File: src/rtl/symbol_serializer_if.sv
// Handshake/data bundle for symbol_serializer; parity_out exists only when
// SYMBOL_PARITY_EN is defined.
interface symbol_serializer_if #(
   parameter int WORD_W = 8,
   parameter int SYM_W  = 4
);
   logic              active;
   logic              mode;
   logic              wr_en;
   logic [WORD_W-1:0] byte_in;
   logic              busy;
   logic [SYM_W-1:0]  bits_out;
   logic              ready;
   logic              done;
   logic              full;
   logic              empty;
   logic              overflow;
`ifdef SYMBOL_PARITY_EN
   logic              parity_out;
`endif

   modport master (
      output active, mode, wr_en, byte_in, busy,
`ifdef SYMBOL_PARITY_EN
      input  parity_out,
`endif
      input  bits_out, ready, done, full, empty, overflow
   );

   modport slave (
      input  active, mode, wr_en, byte_in, busy,
`ifdef SYMBOL_PARITY_EN
      output parity_out,
`endif
      output bits_out, ready, done, full, empty, overflow
   );
endinterface

File: src/rtl/symbol_serializer.sv
// Word FIFO feeding a gap-spaced, busy-throttled symbol serializer.
// Optional even-parity output enabled by the SYMBOL_PARITY_EN macro.
module symbol_serializer #(
   parameter int WORD_W     = 8,
   parameter int SYM_W      = 4,
   parameter int FIFO_DEPTH = 4,
   parameter int GAP        = 4
) (
   input  logic               clk,
   input  logic               reset,
   symbol_serializer_if.slave bus
);
   localparam int NSYM = WORD_W / SYM_W;
   localparam int SC_W = (NSYM > 1) ? $clog2(NSYM) : 1;
   localparam int GC_W = (GAP > 1) ? $clog2(GAP) : 1;
   localparam int AW   = $clog2(FIFO_DEPTH);
   localparam int CW   = AW + 1;
   localparam logic [SC_W-1:0] LAST_SYM = SC_W'(NSYM - 1);
   localparam logic [GC_W-1:0] GAP_LAST = GC_W'(GAP - 1);
   localparam logic [CW-1:0]   DEPTH_C  = CW'(FIFO_DEPTH);

   typedef enum logic [1:0] {S_IDLE, S_EMIT, S_GAP} state_t;

   state_t            state_q, state_d;
   logic [WORD_W-1:0] mem_q [FIFO_DEPTH];
   logic [WORD_W-1:0] mem_d [FIFO_DEPTH];
   logic [AW-1:0]     wr_ptr_q, wr_ptr_d, rd_ptr_q, rd_ptr_d;
   logic [CW-1:0]     count_q, count_d;
   logic              full_q, full_d, empty_q, empty_d;
   logic              overflow_q, overflow_d;
   logic [WORD_W-1:0] shreg_q, shreg_d;
   logic              mode_q, mode_d;
   logic [SC_W-1:0]   sym_cnt_q, sym_cnt_d;
   logic              last_q, last_d;
   logic [GC_W-1:0]   gap_cnt_q, gap_cnt_d;
   logic [SYM_W-1:0]  bits_q, bits_d;
   logic              ready_q, ready_d, done_q, done_d;
   logic              push, pop;
   logic [SYM_W-1:0]  sym;

   assign sym = mode_q ? shreg_q[SYM_W-1:0] : shreg_q[WORD_W-1 -: SYM_W];

   always_comb begin
      state_d    = state_q;
      mem_d      = mem_q;
      wr_ptr_d   = wr_ptr_q;
      rd_ptr_d   = rd_ptr_q;
      count_d    = count_q;
      shreg_d    = shreg_q;
      mode_d     = mode_q;
      sym_cnt_d  = sym_cnt_q;
      last_d     = last_q;
      gap_cnt_d  = gap_cnt_q;
      bits_d     = bits_q;
      ready_d    = 1'b0;
      done_d     = 1'b0;
      pop        = 1'b0;
      // full is the registered flag, so a write while full drops even if a pop happens now
      push       = bus.wr_en && !full_q;
      overflow_d = overflow_q || (bus.wr_en && full_q);

      case (state_q)
         S_IDLE: begin
            if (bus.active && !empty_q) begin
               pop     = 1'b1;
               state_d = S_EMIT;
            end
         end
         S_EMIT: begin
            bits_d    = sym;
            ready_d   = 1'b1;
            done_d    = (sym_cnt_q == LAST_SYM);
            last_d    = (sym_cnt_q == LAST_SYM);
            shreg_d   = mode_q ? (shreg_q >> SYM_W) : (shreg_q << SYM_W);
            sym_cnt_d = sym_cnt_q + SC_W'(1);
            gap_cnt_d = '0;
            state_d   = S_GAP;
         end
         S_GAP: begin
            if (gap_cnt_q != GAP_LAST) begin
               gap_cnt_d = gap_cnt_q + GC_W'(1);
            end else if (!bus.busy) begin
               if (!last_q) begin
                  state_d = S_EMIT;
               end else if (bus.active && !empty_q) begin
                  pop     = 1'b1;
                  state_d = S_EMIT;
               end else begin
                  state_d = S_IDLE;
               end
            end
         end
         default: state_d = S_IDLE;
      endcase

      if (pop) begin
         shreg_d   = mem_q[rd_ptr_q];
         mode_d    = bus.mode;
         sym_cnt_d = '0;
         rd_ptr_d  = rd_ptr_q + AW'(1);
      end
      if (push) begin
         mem_d[wr_ptr_q] = bus.byte_in;
         wr_ptr_d        = wr_ptr_q + AW'(1);
      end
      if (push && !pop) begin
         count_d = count_q + CW'(1);
      end else if (pop && !push) begin
         count_d = count_q - CW'(1);
      end
      full_d  = (count_d == DEPTH_C);
      empty_d = (count_d == '0);
   end

   always_ff @(posedge clk or posedge reset) begin
      if (reset) begin
         state_q    <= S_IDLE;
         mem_q      <= '{default: '0};
         wr_ptr_q   <= '0;
         rd_ptr_q   <= '0;
         count_q    <= '0;
         full_q     <= 1'b0;
         empty_q    <= 1'b1;
         overflow_q <= 1'b0;
         shreg_q    <= '0;
         mode_q     <= 1'b0;
         sym_cnt_q  <= '0;
         last_q     <= 1'b0;
         gap_cnt_q  <= '0;
         bits_q     <= '0;
         ready_q    <= 1'b0;
         done_q     <= 1'b0;
      end else begin
         state_q    <= state_d;
         mem_q      <= mem_d;
         wr_ptr_q   <= wr_ptr_d;
         rd_ptr_q   <= rd_ptr_d;
         count_q    <= count_d;
         full_q     <= full_d;
         empty_q    <= empty_d;
         overflow_q <= overflow_d;
         shreg_q    <= shreg_d;
         mode_q     <= mode_d;
         sym_cnt_q  <= sym_cnt_d;
         last_q     <= last_d;
         gap_cnt_q  <= gap_cnt_d;
         bits_q     <= bits_d;
         ready_q    <= ready_d;
         done_q     <= done_d;
      end
   end

   assign bus.bits_out = bits_q;
   assign bus.ready    = ready_q;
   assign bus.done     = done_q;
   assign bus.full     = full_q;
   assign bus.empty    = empty_q;
   assign bus.overflow = overflow_q;

`ifdef SYMBOL_PARITY_EN
   logic parity_q, parity_d;

   always_comb begin
      parity_d = parity_q;
      if (state_q == S_EMIT) begin
         parity_d = ^sym;
      end
   end

   always_ff @(posedge clk or posedge reset) begin
      if (reset) begin
         parity_q <= 1'b0;
      end else begin
         parity_q <= parity_d;
      end
   end

   assign bus.parity_out = parity_q;
`endif
endmodule
File: src/flat_wrapper.sv
// flat-port wrapper written by rule: the top's interface ports become plain ports
module symbol_serializer_flat 
#(
   parameter int WORD_W     = 8,
   parameter int SYM_W      = 4,
   parameter int FIFO_DEPTH = 4,
   parameter int GAP        = 4
)
  (clk, reset, bus_active, bus_mode, bus_wr_en, bus_byte_in, bus_busy, bus_bits_out, bus_ready, bus_done, bus_full, bus_empty, bus_overflow);
  symbol_serializer_if #(.WORD_W(WORD_W), .SYM_W(SYM_W)) bus_i ();
  input  logic clk;
  input  logic reset;
  input wire logic [$bits(bus_i.active)-1:0] bus_active;
  input wire logic [$bits(bus_i.mode)-1:0] bus_mode;
  input wire logic [$bits(bus_i.wr_en)-1:0] bus_wr_en;
  input wire logic [$bits(bus_i.byte_in)-1:0] bus_byte_in;
  input wire logic [$bits(bus_i.busy)-1:0] bus_busy;
  output wire logic [$bits(bus_i.bits_out)-1:0] bus_bits_out;
  output wire logic [$bits(bus_i.ready)-1:0] bus_ready;
  output wire logic [$bits(bus_i.done)-1:0] bus_done;
  output wire logic [$bits(bus_i.full)-1:0] bus_full;
  output wire logic [$bits(bus_i.empty)-1:0] bus_empty;
  output wire logic [$bits(bus_i.overflow)-1:0] bus_overflow;
  assign bus_i.active = bus_active;
  assign bus_i.mode = bus_mode;
  assign bus_i.wr_en = bus_wr_en;
  assign bus_i.byte_in = bus_byte_in;
  assign bus_i.busy = bus_busy;
  assign bus_bits_out = bus_i.bits_out;
  assign bus_ready = bus_i.ready;
  assign bus_done = bus_i.done;
  assign bus_full = bus_i.full;
  assign bus_empty = bus_i.empty;
  assign bus_overflow = bus_i.overflow;
  symbol_serializer #(.WORD_W(WORD_W), .SYM_W(SYM_W), .FIFO_DEPTH(FIFO_DEPTH), .GAP(GAP)) u_core (.clk(clk), .reset(reset), .bus(bus_i));
endmodule
File: config.mk
export PLATFORM = sky130hd
export DESIGN_NAME = symbol_serializer_flat
export DESIGN_NICKNAME = d
export VERILOG_FILES = /design/src/rtl/symbol_serializer_if.sv /design/src/rtl/symbol_serializer.sv /design/src/flat_wrapper.sv
export SDC_FILE = /design/constraint.sdc
export NUM_CORES = 1
export LEC_CHECK = 0
export ABC_AREA = 1
export CAP_MARGIN = 10
export CORE_AREA = 2 2 77 71
export CTS_CLUSTER_SIZE = 14
export DETAILED_ROUTE_END_ITERATION = 7
export DIE_AREA = 0 0 79 73
export HOLD_SLACK_MARGIN = 0.1
export MAX_ROUTING_LAYER = met4
export PLACE_DENSITY = 0.8
export SLEW_MARGIN = 20
export SYNTH_ARGS = -nofsm -noshare
export SYNTH_HDL_FRONTEND = slang
export SYNTH_SLANG_ARGS = --single-unit
File: constraint.sdc
create_clock -name clk -period 4.36 [get_ports clk]
set_input_delay 0.872 -clock clk [delete_from_list [all_inputs] [get_ports clk]]
set_output_delay 0.872 -clock clk [all_outputs]
set_load 0.01 [all_outputs]
Routing congestion map:
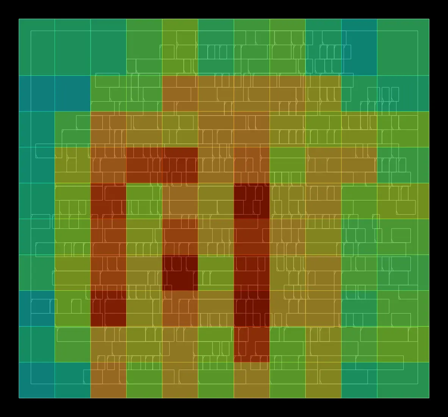
layer with the highest usage: met2
Core Util, Final: 0.658
GR Layer Usage met1: 0.286
GR Util met2: 0.351
WL/cell: 13.0 um

Sequential cells grouped by signal name:
The bar under the picture is 20 um long. Other sequential cells in the stronger grey, the rest of the logic in the fainter grey.
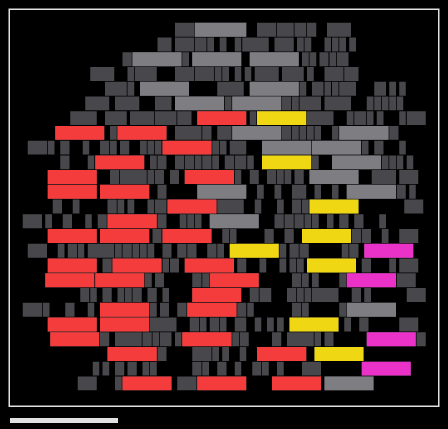
legend:
  magenta:
    netlist_name: `u_core.bus.bits_out`
    flops: 4
    where: south-east
  red:
    netlist_name: `u_core.mem_q`
    flops: 32
  yellow:
    netlist_name: `u_core.shreg_q`
    flops: 8
not coloured: 19

Cell classes on the final placement:
The bar under the picture is 20 um long. Fill, decap, tap and diode cells in grey.
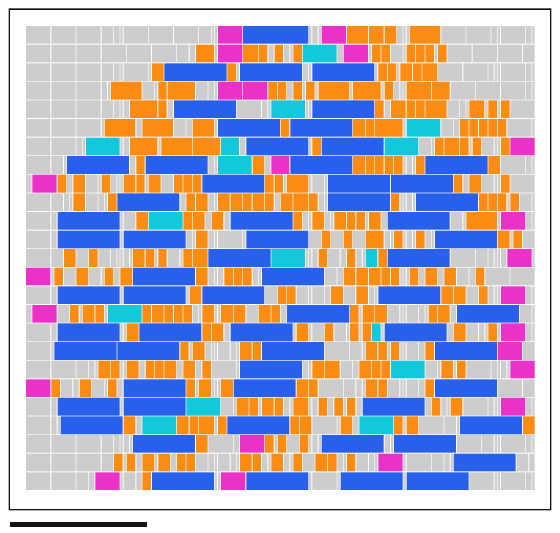
legend:
  magenta:
    class: remaining buffers and delay cells
    cells: 23
    share_of_their_area: 7.0%
  cyan:
    class: clock drivers and dummy loads
    cells: 16
    share_of_their_area: 6.0%
  blue:
    class: registers
    cells: 63
    share_of_their_area: 49%
  orange:
    class: remaining logic cells
    cells: 260
    share_of_their_area: 38%
total core area: 5070 um2
post-route cell area: 3340 um2
row count: 25

Metal layers overlaid:
The bar under the picture is 20 um long. Only two layers are drawn.
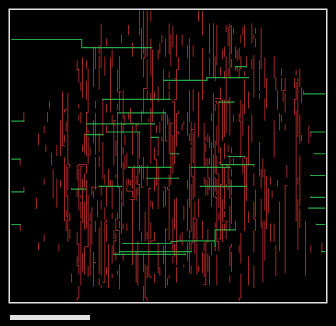
legend:
  red:
    layer: M2
    wire_length: 2570 um
  green:
    layer: M3
    wire_length: 292 um

Cell density map:
8 x 7 tiles, from black (low) to pale yellow (high), 0 to 100% covered.
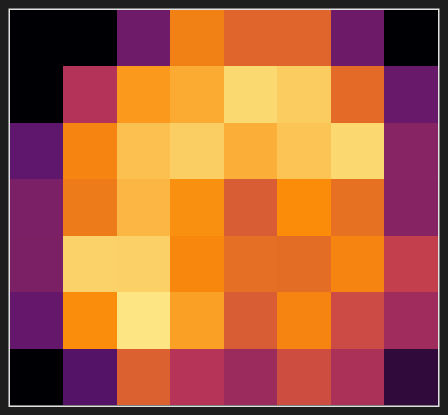
tiles over 75% full: 29%
nearly empty tiles: 8.9%
emptiest ninth of the die: north-west
mean over tiles: 56%
fullest tile: 94%

layout make-up:
| type | instances | area (um2) | share of cell area |
|---|---|---|---|
| clock buffers | 14 | 183 | 0.0548 |
| multi-input cells | 224 | 1110 | 0.334 |
| well taps | 67 | 83.8 | 0.0251 |
| repair buffers | 23 | 228 | 0.0683 |
| flip-flops and latches | 63 | 1580 | 0.473 |
| clock inverters | 2 | 12.5 | 0.00375 |
| inverters | 36 | 136 | 0.0409 |
sequential cells by signal, indices dropped and copies added, names as in the netlist, 2 cells and up:
register	cells
u_core.bus.bits_out	4
u_core.wr_ptr_q	2
u_core.state_q	2
u_core.rd_ptr_q	2
u_core.count_q	3
u_core.gap_cnt_q	2
u_core.mem_q	32
u_core.shreg_q	8
==> flow_summary.toml <==
# implementation run metrics
[placement]
dp_hpwl_mm = 3.75
placed_cells = 413
port-buffer-count = 22
place_congestion = 0.770
placed_cell_area_um2 = 3140
post-place-ws_ns = 2.01

[final_timing]
period_used_share = 0.519
finalMaxSlewViolations = 0
tns_ns = 0
final-setup-viol-count = 0
hold_viol_final = 0
whs_ns = 0.458
grt_setup_unrepaired = "no"
period_minus_slack_ns = 2.26
clock.fmax_mhz = 442
setup_ws_ns = 2.10
slew_headroom = 0.430

[logic_synthesis]
ys_cells = 333
yosysWarnings = 0
xor_area_frac = 0.0121
synth_top_area_share = 0.535
ys_area_um2 = 2900
ff_type = "dfrtp_1"
most_common_cell = "nand2_1"
syn_inst = 333
fa_ha_area_frac = 0.0302
synth_flops = 63
top_area_cell = "dfrtp_1"
topCellsByArea = "dfrtp_1 (53%), nand2_1 (11%), o21ai_0 (9.0%), inv_1 (3.9%), nand3_1 (3.3%)"
syn_avg_cell_area_um2 = 8.71
aoi_share = 0.127
logic_family = "simple AND/OR/NAND/NOR gates"
yosys-top-cells-count = "nand2_1 (86), dfrtp_1 (62), o21ai_0 (52)"
async_reset_ff_frac = 1.00
syn_area_um2 = 2900
synth.area.mux_share = 0

[global_route]
antenna_found_initial = 0
grt_pass1_wl_mm = 9.83
grt.met3_usage = 0.0693
grt_overflow = 0
grt_max_degree = 53
grt_pass1_vias = 2205

[drt]
drtPass1Iterations = 4
drtIter0Drc = 106
met2_length_mm = 2.57
drtAntennaViolNets = 0
via_per_inst = 5.21
num_vias = 2235
drc = 0
top_layer = "met4"
wl_mm = 5.57

[power_and_ir_drop]
leakage_nw = 1.69
p_int_mw = 1.48
seq_power_share = 0.426
power.total_mw = 2.45
switching_share = 0.398
p_sw_uw = 977
p_clk_frac = 0.199
power-top-group = "sequential cells"
powerSeq_mw = 1.04
irDropWorstVdd_mv = 0.284

[setup_path]
cp_num_buf_inv = 1
crit_family = "flip-flops"
critPathLaunch = "u_core.bus.empty"
worst_setup_path_end_kind = "output port"
required_ns = 3.49
cp_slowest_cell = "dfstp_2"
timing.rr.end = "u_core.shreg_q[4]"
crit_chain = "clkdlybuf4s50_1"
max_stage_delay_ns = 0.53
ff2ff_setup_slack_ns = 2.60
crit_path_end = "bus_empty"
critPathKind = "flop to output port"
cp_data_arrival_time_ns = 1.39
r2r_cells = 5
worstPathMaxFanout = 2

[floorplan]
fp.dieW_um = 79
pin_count = 23
dieArea_um2 = 5770
die_h_um = 73

[finish]
final_cells = 429
drive_above_1_share = 0.0994
layout_top_cells = "nand2_1 (86), dfrtp_1 (62), o21ai_0 (52)"
lay_top_count = "nand2_1"
n_fill_cell = 434
antenna_cells = 0
fin_nets = 378
area_delta_synth_final_pct = 15.0

[job]
drv_cap = 0
tool_warnings = 30

[clock_network]
numCtsBuffers = 9
cts_resized = 0
post_cts_buffers = 0
ctsRootBufferMaster = "clkbuf_8"
cts_tree = "built"
clk_latency_ns = 0.34
clkSinkCount = 63
hold_buffers = 0

[min_path]
hold_start = "u_core.bus.overflow"
hold_end = "u_core.bus.overflow"
worst_hold_path_type = "flop to flop"
whs_path_depth = 1

[run_status]
status = "finished, final reports clean"
Power figures rest on the tool's default switching activity, not on a simulated workload.
